===== src/rtl/hazard_pkg.sv =====
// Shared types and constants for the pipeline hazard controller.
// Holds the sequencing FSM state encoding, the x0 register index and a
// helper that sizes the mul/div watchdog counter.
package hazard_pkg;

    typedef enum logic [1:0] {
        RUN      = 2'd0,
        MD_BUSY  = 2'd1,
        MEM_WAIT = 2'd2
    } state_e;

    // Register index of x0; wide enough for any practical register width.
    localparam logic [31:0] REG_X0 = '0;

    // Width of a counter that must reach maxCycles-1; never narrower than 1 bit.
    function automatic int cntWidth(input int maxCycles);
        return (maxCycles > 1) ? $clog2(maxCycles) : 1;
    endfunction

endpackage


===== src/rtl/hazard_perf_ctr.sv =====
// Performance counters for the hazard controller: one counter of stall
// cycles and one of branch flushes, each wrapping modulo 2^32.
// Only present when HAZARD_PERF_EN is defined.
`ifdef HAZARD_PERF_EN
module hazard_perf_ctr (
    input  logic        clk_i,
    input  logic        rst_n_i,
    input  logic        stallInc_i,
    input  logic        flushInc_i,
    output logic [31:0] stallCnt_o,
    output logic [31:0] flushCnt_o
);

    logic [31:0] stallCnt_q;
    logic [31:0] stallCnt_d;
    logic [31:0] flushCnt_q;
    logic [31:0] flushCnt_d;

    // Next counter values: add one whenever the matching enable is high.
    always_comb begin
        stallCnt_d = stallInc_i ? stallCnt_q + 32'd1 : stallCnt_q;
        flushCnt_d = flushInc_i ? flushCnt_q + 32'd1 : flushCnt_q;
    end

    // Counter registers, cleared by the synchronous reset.
    always_ff @(posedge clk_i) begin
        if (!rst_n_i) begin
            stallCnt_q <= '0;
            flushCnt_q <= '0;
        end else begin
            stallCnt_q <= stallCnt_d;
            flushCnt_q <= flushCnt_d;
        end
    end

    assign stallCnt_o = stallCnt_q;
    assign flushCnt_o = flushCnt_q;

endmodule
`endif


===== src/rtl/hazard_ctrl.sv =====
// Pipeline sequencing controller for the 5-stage core.
// Produces stall/flush controls for the F/D/E/M/W pipeline registers,
// covering load-use bubbles, taken-branch flushes, the multi-cycle mul/div
// wait (with a watchdog) and the data-memory wait.
// A registered FSM remembers the long waits; every stall/flush output is
// combinational from that state and the current inputs.
// Optional feature: define HAZARD_PERF_EN to add the stall/flush counters
// (hazard_perf_ctr); otherwise the counter outputs read zero.
module hazard_ctrl
    import hazard_pkg::*;
#(
    parameter int REG_AW        = 5,
    parameter int MD_MAX_CYCLES = 40
) (
    input  logic              clk_i,
    input  logic              rst_n_i,
    input  logic [REG_AW-1:0] rs1D_i,
    input  logic [REG_AW-1:0] rs2D_i,
    input  logic [REG_AW-1:0] rdE_i,
    input  logic              memreadE_i,
    input  logic              pcsrcE_i,
    input  logic              mdstartE_i,
    input  logic              md_done_i,
    input  logic              dmem_reqM_i,
    input  logic              dmem_readyM_i,
    output logic              stallF_o,
    output logic              stallD_o,
    output logic              stallE_o,
    output logic              stallM_o,
    output logic              flushD_o,
    output logic              flushE_o,
    output logic              flushM_o,
    output logic              flushW_o,
    output logic              md_abort_o,
    output logic              md_timeout_o,
    output logic [31:0]       perf_stall_cnt_o,
    output logic [31:0]       perf_flush_cnt_o
);

    localparam int                CNT_W    = cntWidth(MD_MAX_CYCLES);
    localparam logic [CNT_W-1:0]  CNT_LAST = CNT_W'(MD_MAX_CYCLES - 1);
    localparam logic [REG_AW-1:0] X0       = REG_X0[REG_AW-1:0];

    state_e           state_q;
    state_e           state_d;
    state_e           retState_q;
    state_e           retState_d;
    state_e           effState;
    logic [CNT_W-1:0] mdCnt_q;
    logic [CNT_W-1:0] mdCnt_d;
    logic             mdTimeout_q;
    logic             mdTimeout_d;
    logic             memWait;
    logic             loadUse;

    // A pending dmem access and the load-use match are pure input decodes.
    // While in MEM_WAIT with the access finished, the controller behaves as
    // the state it will return to, so that state's hazards still apply.
    always_comb begin
        memWait  = dmem_reqM_i & ~dmem_readyM_i;
        loadUse  = memreadE_i & (rdE_i != X0) &
                   ((rdE_i == rs1D_i) | (rdE_i == rs2D_i));
        effState = (state_q == MEM_WAIT) ? retState_q : state_q;
    end

    // Next-state and output logic, prioritised dmem wait, then mul/div,
    // then branch, then load-use; reset forces the safe flush pattern last.
    always_comb begin
        state_d     = state_q;
        retState_d  = retState_q;
        mdCnt_d     = mdCnt_q;
        mdTimeout_d = mdTimeout_q;
        stallF_o    = 1'b0;
        stallD_o    = 1'b0;
        stallE_o    = 1'b0;
        stallM_o    = 1'b0;
        flushD_o    = 1'b0;
        flushE_o    = 1'b0;
        flushM_o    = 1'b0;
        flushW_o    = 1'b0;
        md_abort_o  = 1'b0;

        if (memWait) begin
            stallF_o = 1'b1;
            stallD_o = 1'b1;
            stallE_o = 1'b1;
            stallM_o = 1'b1;
            flushW_o = 1'b1;
            state_d  = MEM_WAIT;
            if (state_q != MEM_WAIT) begin
                retState_d = (state_q == MD_BUSY && !md_done_i) ? MD_BUSY : RUN;
            end else if (retState_q == MD_BUSY && md_done_i) begin
                retState_d = RUN;
            end
        end else if (effState == MD_BUSY) begin
            if (md_done_i) begin
                state_d = RUN;
            end else begin
                stallF_o = 1'b1;
                stallD_o = 1'b1;
                stallE_o = 1'b1;
                flushM_o = 1'b1;
                if (mdCnt_q == CNT_LAST) begin
                    md_abort_o  = 1'b1;
                    mdTimeout_d = 1'b1;
                    state_d     = RUN;
                end else begin
                    mdCnt_d = mdCnt_q + CNT_W'(1);
                    state_d = MD_BUSY;
                end
            end
        end else begin
            state_d = RUN;
            if (mdstartE_i) begin
                stallF_o = 1'b1;
                stallD_o = 1'b1;
                stallE_o = 1'b1;
                flushM_o = 1'b1;
                mdCnt_d  = '0;
                state_d  = MD_BUSY;
            end else if (pcsrcE_i) begin
                flushD_o = 1'b1;
                flushE_o = 1'b1;
            end else if (loadUse) begin
                stallF_o = 1'b1;
                stallD_o = 1'b1;
                flushE_o = 1'b1;
            end
        end

        if (!rst_n_i) begin
            stallF_o   = 1'b0;
            stallD_o   = 1'b0;
            stallE_o   = 1'b0;
            stallM_o   = 1'b0;
            flushD_o   = 1'b1;
            flushE_o   = 1'b1;
            flushM_o   = 1'b1;
            flushW_o   = 1'b1;
            md_abort_o = 1'b0;
        end
    end

    // State, return-state, watchdog counter and sticky timeout registers.
    always_ff @(posedge clk_i) begin
        if (!rst_n_i) begin
            state_q     <= RUN;
            retState_q  <= RUN;
            mdCnt_q     <= '0;
            mdTimeout_q <= 1'b0;
        end else begin
            state_q     <= state_d;
            retState_q  <= retState_d;
            mdCnt_q     <= mdCnt_d;
            mdTimeout_q <= mdTimeout_d;
        end
    end

    assign md_timeout_o = mdTimeout_q;

`ifdef HAZARD_PERF_EN
    // A branch flush is the only source of flushD outside reset.
    logic stallInc;
    logic flushInc;

    assign stallInc = stallF_o;
    assign flushInc = rst_n_i & flushD_o;

    hazard_perf_ctr u_perf (
        .clk_i      (clk_i),
        .rst_n_i    (rst_n_i),
        .stallInc_i (stallInc),
        .flushInc_i (flushInc),
        .stallCnt_o (perf_stall_cnt_o),
        .flushCnt_o (perf_flush_cnt_o)
    );
`else
    assign perf_stall_cnt_o = 32'd0;
    assign perf_flush_cnt_o = 32'd0;
`endif

endmodule


===== config.mk =====
export PLATFORM = sky130hd
export DESIGN_NAME = hazard_ctrl
export DESIGN_NICKNAME = d
export VERILOG_FILES = /design/src/rtl/hazard_pkg.sv /design/src/rtl/hazard_perf_ctr.sv /design/src/rtl/hazard_ctrl.sv
export SDC_FILE = /design/constraint.sdc
export NUM_CORES = 1
export LEC_CHECK = 0
export ABC_AREA = 0
export CORE_ASPECT_RATIO = 0.5
export CORE_MARGIN = 4
export CORE_UTILIZATION = 33
export DETAILED_ROUTE_END_ITERATION = 6
export MAX_ROUTING_LAYER = met4
export PLACE_DENSITY = 0.81
export SYNTH_ARGS = -nofsm -noshare
export SYNTH_HDL_FRONTEND = slang
export SYNTH_SLANG_ARGS = --single-unit
export TNS_END_PERCENT = 20

===== constraint.sdc =====
create_clock -name clk_i -period 2.3 [get_ports clk_i]
set_clock_uncertainty 0.1 [all_clocks]
set_input_delay 0.46 -clock clk_i [delete_from_list [all_inputs] [get_ports clk_i]]
set_output_delay 0.46 -clock clk_i [all_outputs]
set_load 0.05 [all_outputs]

==> Table 3: Implementation characteristics, run 1 <==
Characteristics after synthesis and place and route

Parameter                              Value

Outcome
  Status    finished, final reports clean

Finish
  Layout cells sized above 1    25.62%
  Proportion of cell area occupied by registers    ~12%
  Commonest Layout Cell    conb_1
  Layout area overhead    39.37%
  Clk tree area frac    under 10%
  Footprint of the multi-input gates    approximately 800 sq um
  Largest Register    mdCnt_q
  Top flop regs    mdCnt_q (6), state_q (2)
  Number of diodes    0
  Total area of sequential cells    201.4 sq um
  Non-clock inverter total of the final layout    1

Setup path
  Launch point of the critical path    dmem_reqM_i
  Critical path launch point type    input port
  Worst Path Max Fanout    4
  Gate family responsible for the most delay along the worst path    buffers and inverters
  Worst flop-to-flop path startpoint    mdCnt_q[0]$_SDFFE_PN0P_
  Capture point of the critical path    stallM_o
  Cell at the slowest stage of the critical path    clkdlybuf4s50_1

GRT
  Largest net degree at the start of global routing    12
  Wire length of the first global-routing pass    approximately 3800 um
  Busiest layer in global routing    met2
  Overflow left after global routing    0
  Met3 demand-to-capacity share in global routing    around 2.7%

Synthesis
  Post-synthesis adder-cell area fraction    1.053%
  Post-synthesis share of cell area spent on xor and xnor gates    approximately 7.4%
  Yosys warnings    0
  Registers, synthesis    10
  Area share of the largest cell type after synthesis    41.05%

Power and ir drop
  Total power per unit cell area    between 400 and 500 nW/um^2
  Leak pwr    between 0.8 and 0.9 nW
  Proportion of power drawn by the clock network    21.6%

CTS
  Clock insertion delay at the later pin of the skew report    0.23 ns
  Num Clock Sinks    10
  # Post-CTS Setup Buffers    0

Timing
  Final Hold Violating Endpoints    0
  Slew at the pin with the worst max-slew slack    between 0.5 and 0.6 ns
  Final count of pins violating max slew    0

Floorplan
  Number of cell rows    15
  Total die size    around 4700 sq um
  I/O pins    97
  Tapcell count    51

Placed design
  Placed cell area    1515 sq um
  Sum of net half-perimeters after detailed placement    2163 um

Routing
  Highest metal used    met4
  Antenna Nets Post-Route    0
  Routed metal-1 wire length    roughly 960 um

Flow run
  Number of maximum-capacitance constraint violations    0
  Number of warning messages in the logs    29
## run 1: through the flow
stage               std cells  power (mW)  setup WS [ns]
detailed placement        248      0.6184        -0.3952
finish                    254      0.8092        0.01586
global placement          248      0.6151        -0.3728
CTS                       251      0.8002       -0.01697
global route              254      0.8408       -0.03807
floorplan                 218      0.5932       -0.09954
## run 1: tightest hold or removal path, delay by kind of cell (launching register included)
family          cells  cell delay (ns)
compound gates      2             0.13
flops               1             0.30
## run 1: power by group through the flow
stage                     combinational, mW  clock [mW]  sequential, mW
final                                 0.455       0.174           0.180
after CTS                             0.442       0.179           0.179
after detailed placement              0.436           0           0.182
after global placement                0.433           0           0.182
after floorplan                       0.412           0           0.182
after global routing                  0.473       0.189           0.180
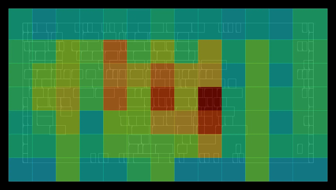
Fig. 1. Routing congestion map (run 1).
fraction of the core area covered by cells at the end of the flow: 47.97%
DR WL/cell: 10.39 um
met2 track demand over resource in global routing: 19.07%
overall track demand over capacity in global routing: 10.25%
Global Route met1 Usage: 10.84%

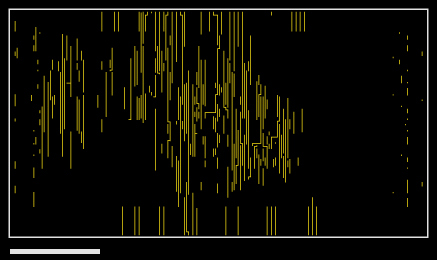
Fig. 2. Met2 routing (run 1).
Scale bar: 20 um.
- longest straight run: 27.5 um
- share of all routed wire: 53%
- main direction: vertical

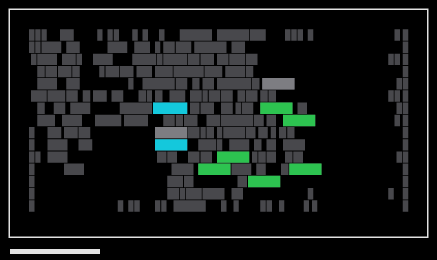
Fig. 3. Sequential cells colored by netlist name (run 1).
Scale bar: 20 um. Other sequential cells in the stronger gray, the rest of the logic in the fainter gray.
- cyan: state_q (flops 2)
- green: mdCnt_q (flops 6)
- not colored: 2

==> run 2, diff against run 1 <==
--- a/config.mk
+++ b/config.mk
@@ -6,6 +6,7 @@
 export NUM_CORES = 1
 export LEC_CHECK = 0
 export ABC_AREA = 0
+export ABC_CLOCK_PERIOD_IN_PS = 2300
 export CORE_ASPECT_RATIO = 0.5
 export CORE_MARGIN = 4
 export CORE_UTILIZATION = 33
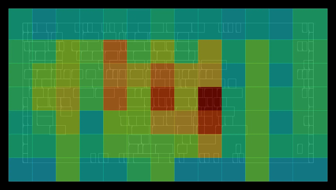
Fig. 4. Routing congestion map (run 2).
busiest layer in global routing: met2
met3 demand-to-capacity share in global routing: 2.695%

==> run 2 against run 1 <==
Against the previous run: sequential share of layout area did not move; register-to-register slack barely moved; setup slack did not move; design area did not move; global-route usage did not move; final cell count did not move; via count did not move; count of clock-buffer cells in the layout did not move; die area did not move; hold slack did not move; first-iteration DRC count did not move; combinational power barely moved; critical path type unchanged; largest cell class unchanged.
==> Table 3: Implementation characteristics, run 2 <==
Characteristics after synthesis and place and route

Parameter                              Value

Floorplan
  Total die size    4685 sq um (unchanged)
  Number of cell rows    15 (unchanged)
  I/O pins    97 (unchanged)
  Tapcell count    51 (unchanged)

GRT
  Overflow left after global routing    0 (unchanged)
  Overall track demand over capacity in global routing    10.25% (unchanged)
  Wire length of the first global-routing pass    3788 um (unchanged)

Outcome
  Status    finished, final reports clean

Timing
  Final worst-path setup slack    0.01586 ns (unchanged)
  Slew at the pin with the worst max-slew slack    0.5075 ns (unchanged)

Placed design
  Placed cell area    1515 sq um (unchanged)
  Sum of net half-perimeters after detailed placement    2163 um (unchanged)
  Worst Setup Slack post-DPL    -0.3952 ns (unchanged)

Flow run
  Number of maximum-capacitance constraint violations    0 (unchanged)
  Number of warning messages in the logs    29 (unchanged)

Power and ir drop
  Total power per unit cell area    488.5 nW/um^2 (unchanged)
  Leak pwr    0.8359 nW (unchanged)
  Total power consumption of the routed design    809.2 uW (unchanged)
  Highest-power group    combinational cells
  Combinational Power    455 uW (about the same)

Finish
  Largest Register    mdCnt_q
  Commonest Layout Cell    conb_1
  Number of cells in the finished layout apart from fillers    254 (unchanged)

Routing
  Antenna Nets Post-Route    0 (unchanged)

Setup path
  Worst Path Max Fanout    4 (unchanged)
  Capture point of the critical path    stallM_o
  Gate family responsible for the most delay along the worst path    buffers and inverters

Synthesis
  Yosys warnings    0 (unchanged)
run 2: cell counts after synthesis:
Identical to the previous run, type by type.
run 2: worst min-delay path, stage by stage (launching register included):
cell and delay (ns):
dfxtp_1 0.30, o21ai_0 0.06, a21boi_0 0.07
run 2: per-layer routing:
metal  global-route usage (%)  part of all wire [%]  routed length [um]
met2                    19.07                    53                1399
met4                    2.920                  0.83                  22
met3                    2.695                   9.8                 258
met1                    10.84                    36                 960
met5                        -                     0                   0
run 2: cells by family after synthesis:
logic type / after synthesis
and+or+nand+nor: 39
AOI/OAI and AO/OA: 25
xor gates and xnor gates: 10
other: 1
adders and majority gates: 1
DFF: 10
buffers and inverters: 69
run 2: timing repair:
action,in CTS,in global routing
resized,24,20
pin swaps,7,16
hold buffers,0,0
endpoints found under the setup margin,4,5
buffers inserted,0,3
==> run 3, diff against run 2 <==
--- a/config.mk
+++ b/config.mk
@@ -10,6 +10,7 @@
 export CORE_ASPECT_RATIO = 0.5
 export CORE_MARGIN = 4
 export CORE_UTILIZATION = 33
+export CTS_CLUSTER_SIZE = 20
 export DETAILED_ROUTE_END_ITERATION = 6
 export MAX_ROUTING_LAYER = met4
 export PLACE_DENSITY = 0.81
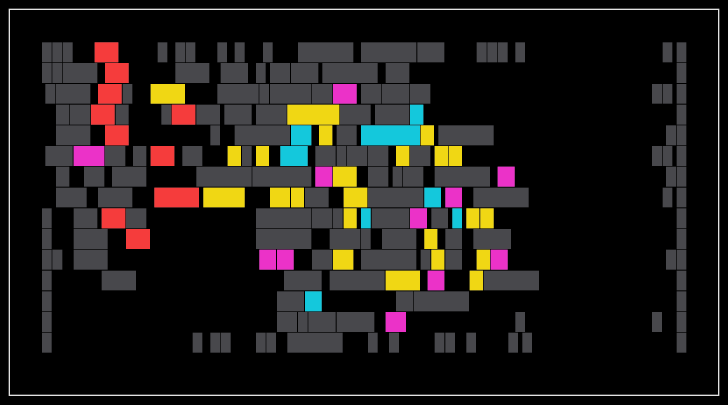
Fig. 5. Gate-type map (run 3).
- red: XOR/XNOR gates (cells 10; most used xnor2_1)
- yellow: inverting AOI/OAI gates (cells 23; most used o21ai_0; where center)
- magenta: AND and OR gates (cells 11; most used or3_1; where center)
- cyan: NOR gates (cells 8; where center)
Comb/total area: 48.19%
number of cells in the finished layout apart from fillers: 254
Commonest Layout Cell: conb_1

==> run 3 against run 2 <==
Against the previous run: area after synthesis unchanged; combinational power about the same; non-clock buffer count unchanged; clock power about the same; setup slack unchanged; total power unchanged; hold slack unchanged; final cell count unchanged; design area unchanged; utilization unchanged; sequential share of layout area unchanged; highest routed layer unchanged.
==> Table 3: Implementation characteristics, run 3 <==
Characteristics after synthesis and place and route

Parameter                              Value

Outcome
  Status    finished, final reports clean

GRT
  Wire length of the first global-routing pass    3788 um (unchanged)
  Overflow left after global routing    0 (unchanged)
  Met3 demand-to-capacity share in global routing    2.695% (unchanged)
  Global Route met1 Usage    10.84% (unchanged)
  Met2 track demand over resource in global routing    19.07% (unchanged)
  Busiest layer in global routing    met2

Power and ir drop
  Leak pwr    0.8359 nW (unchanged)
  Total power per unit cell area    488.5 nW/um^2 (unchanged)
  Combinational Power    455 uW (about the same)
  Total power consumption of the routed design    809.2 uW (unchanged)

Finish
  Largest Register    mdCnt_q

Setup path
  Worst Path Max Fanout    4 (unchanged)
  Capture point of the critical path    stallM_o

Synthesis
  Yosys warnings    0 (unchanged)

Placed design
  Worst Setup Slack post-DPL    -0.3952 ns (unchanged)
  Placed cell area    1515 sq um (unchanged)
  Sum of net half-perimeters after detailed placement    2163 um (unchanged)

Flow run
  Number of maximum-capacitance constraint violations    0 (unchanged)
  Number of warning messages in the logs    29 (unchanged)

Floorplan
  Number of cell rows    15 (unchanged)
  I/O pins    97 (unchanged)
  Total die size    4685 sq um (unchanged)

Timing
  Slew at the pin with the worst max-slew slack    0.5075 ns (unchanged)
[run 3: area by class of cell]
type / instances / area, sq um / area share, %
timing repair buffer: 50 / 548.0 / 33.08
inverter: 1 / 3.754 / 0.2266
sequential: 10 / 201.4 / 12.16
clock buffer: 3 / 41.29 / 2.492
multi-input combinational: 139 / 798.3 / 48.19
tap: 51 / 63.81 / 3.852
[run 3: layer usage]
layer,wire length (um),part of all wire (%)
met3,258,9.8
met1,960,36
met2,1399,53
met5,0,0
met4,22,0.83
[run 3: critical path: cells and delay by family]
family | cells | cell delay (ns)
simple gates | 2 | 0.42
buf+inv | 3 | 0.84
[run 3: what timing repair did]
item	4_1_cts	5_1_grt
resized	24	20
endpoints found under the setup margin	4	5
setup buffers	0	3
cloned	0	0
hold buffers	0	0
pin swaps	7	16
No activity file was given, so power comes from the tool's default toggle rates.
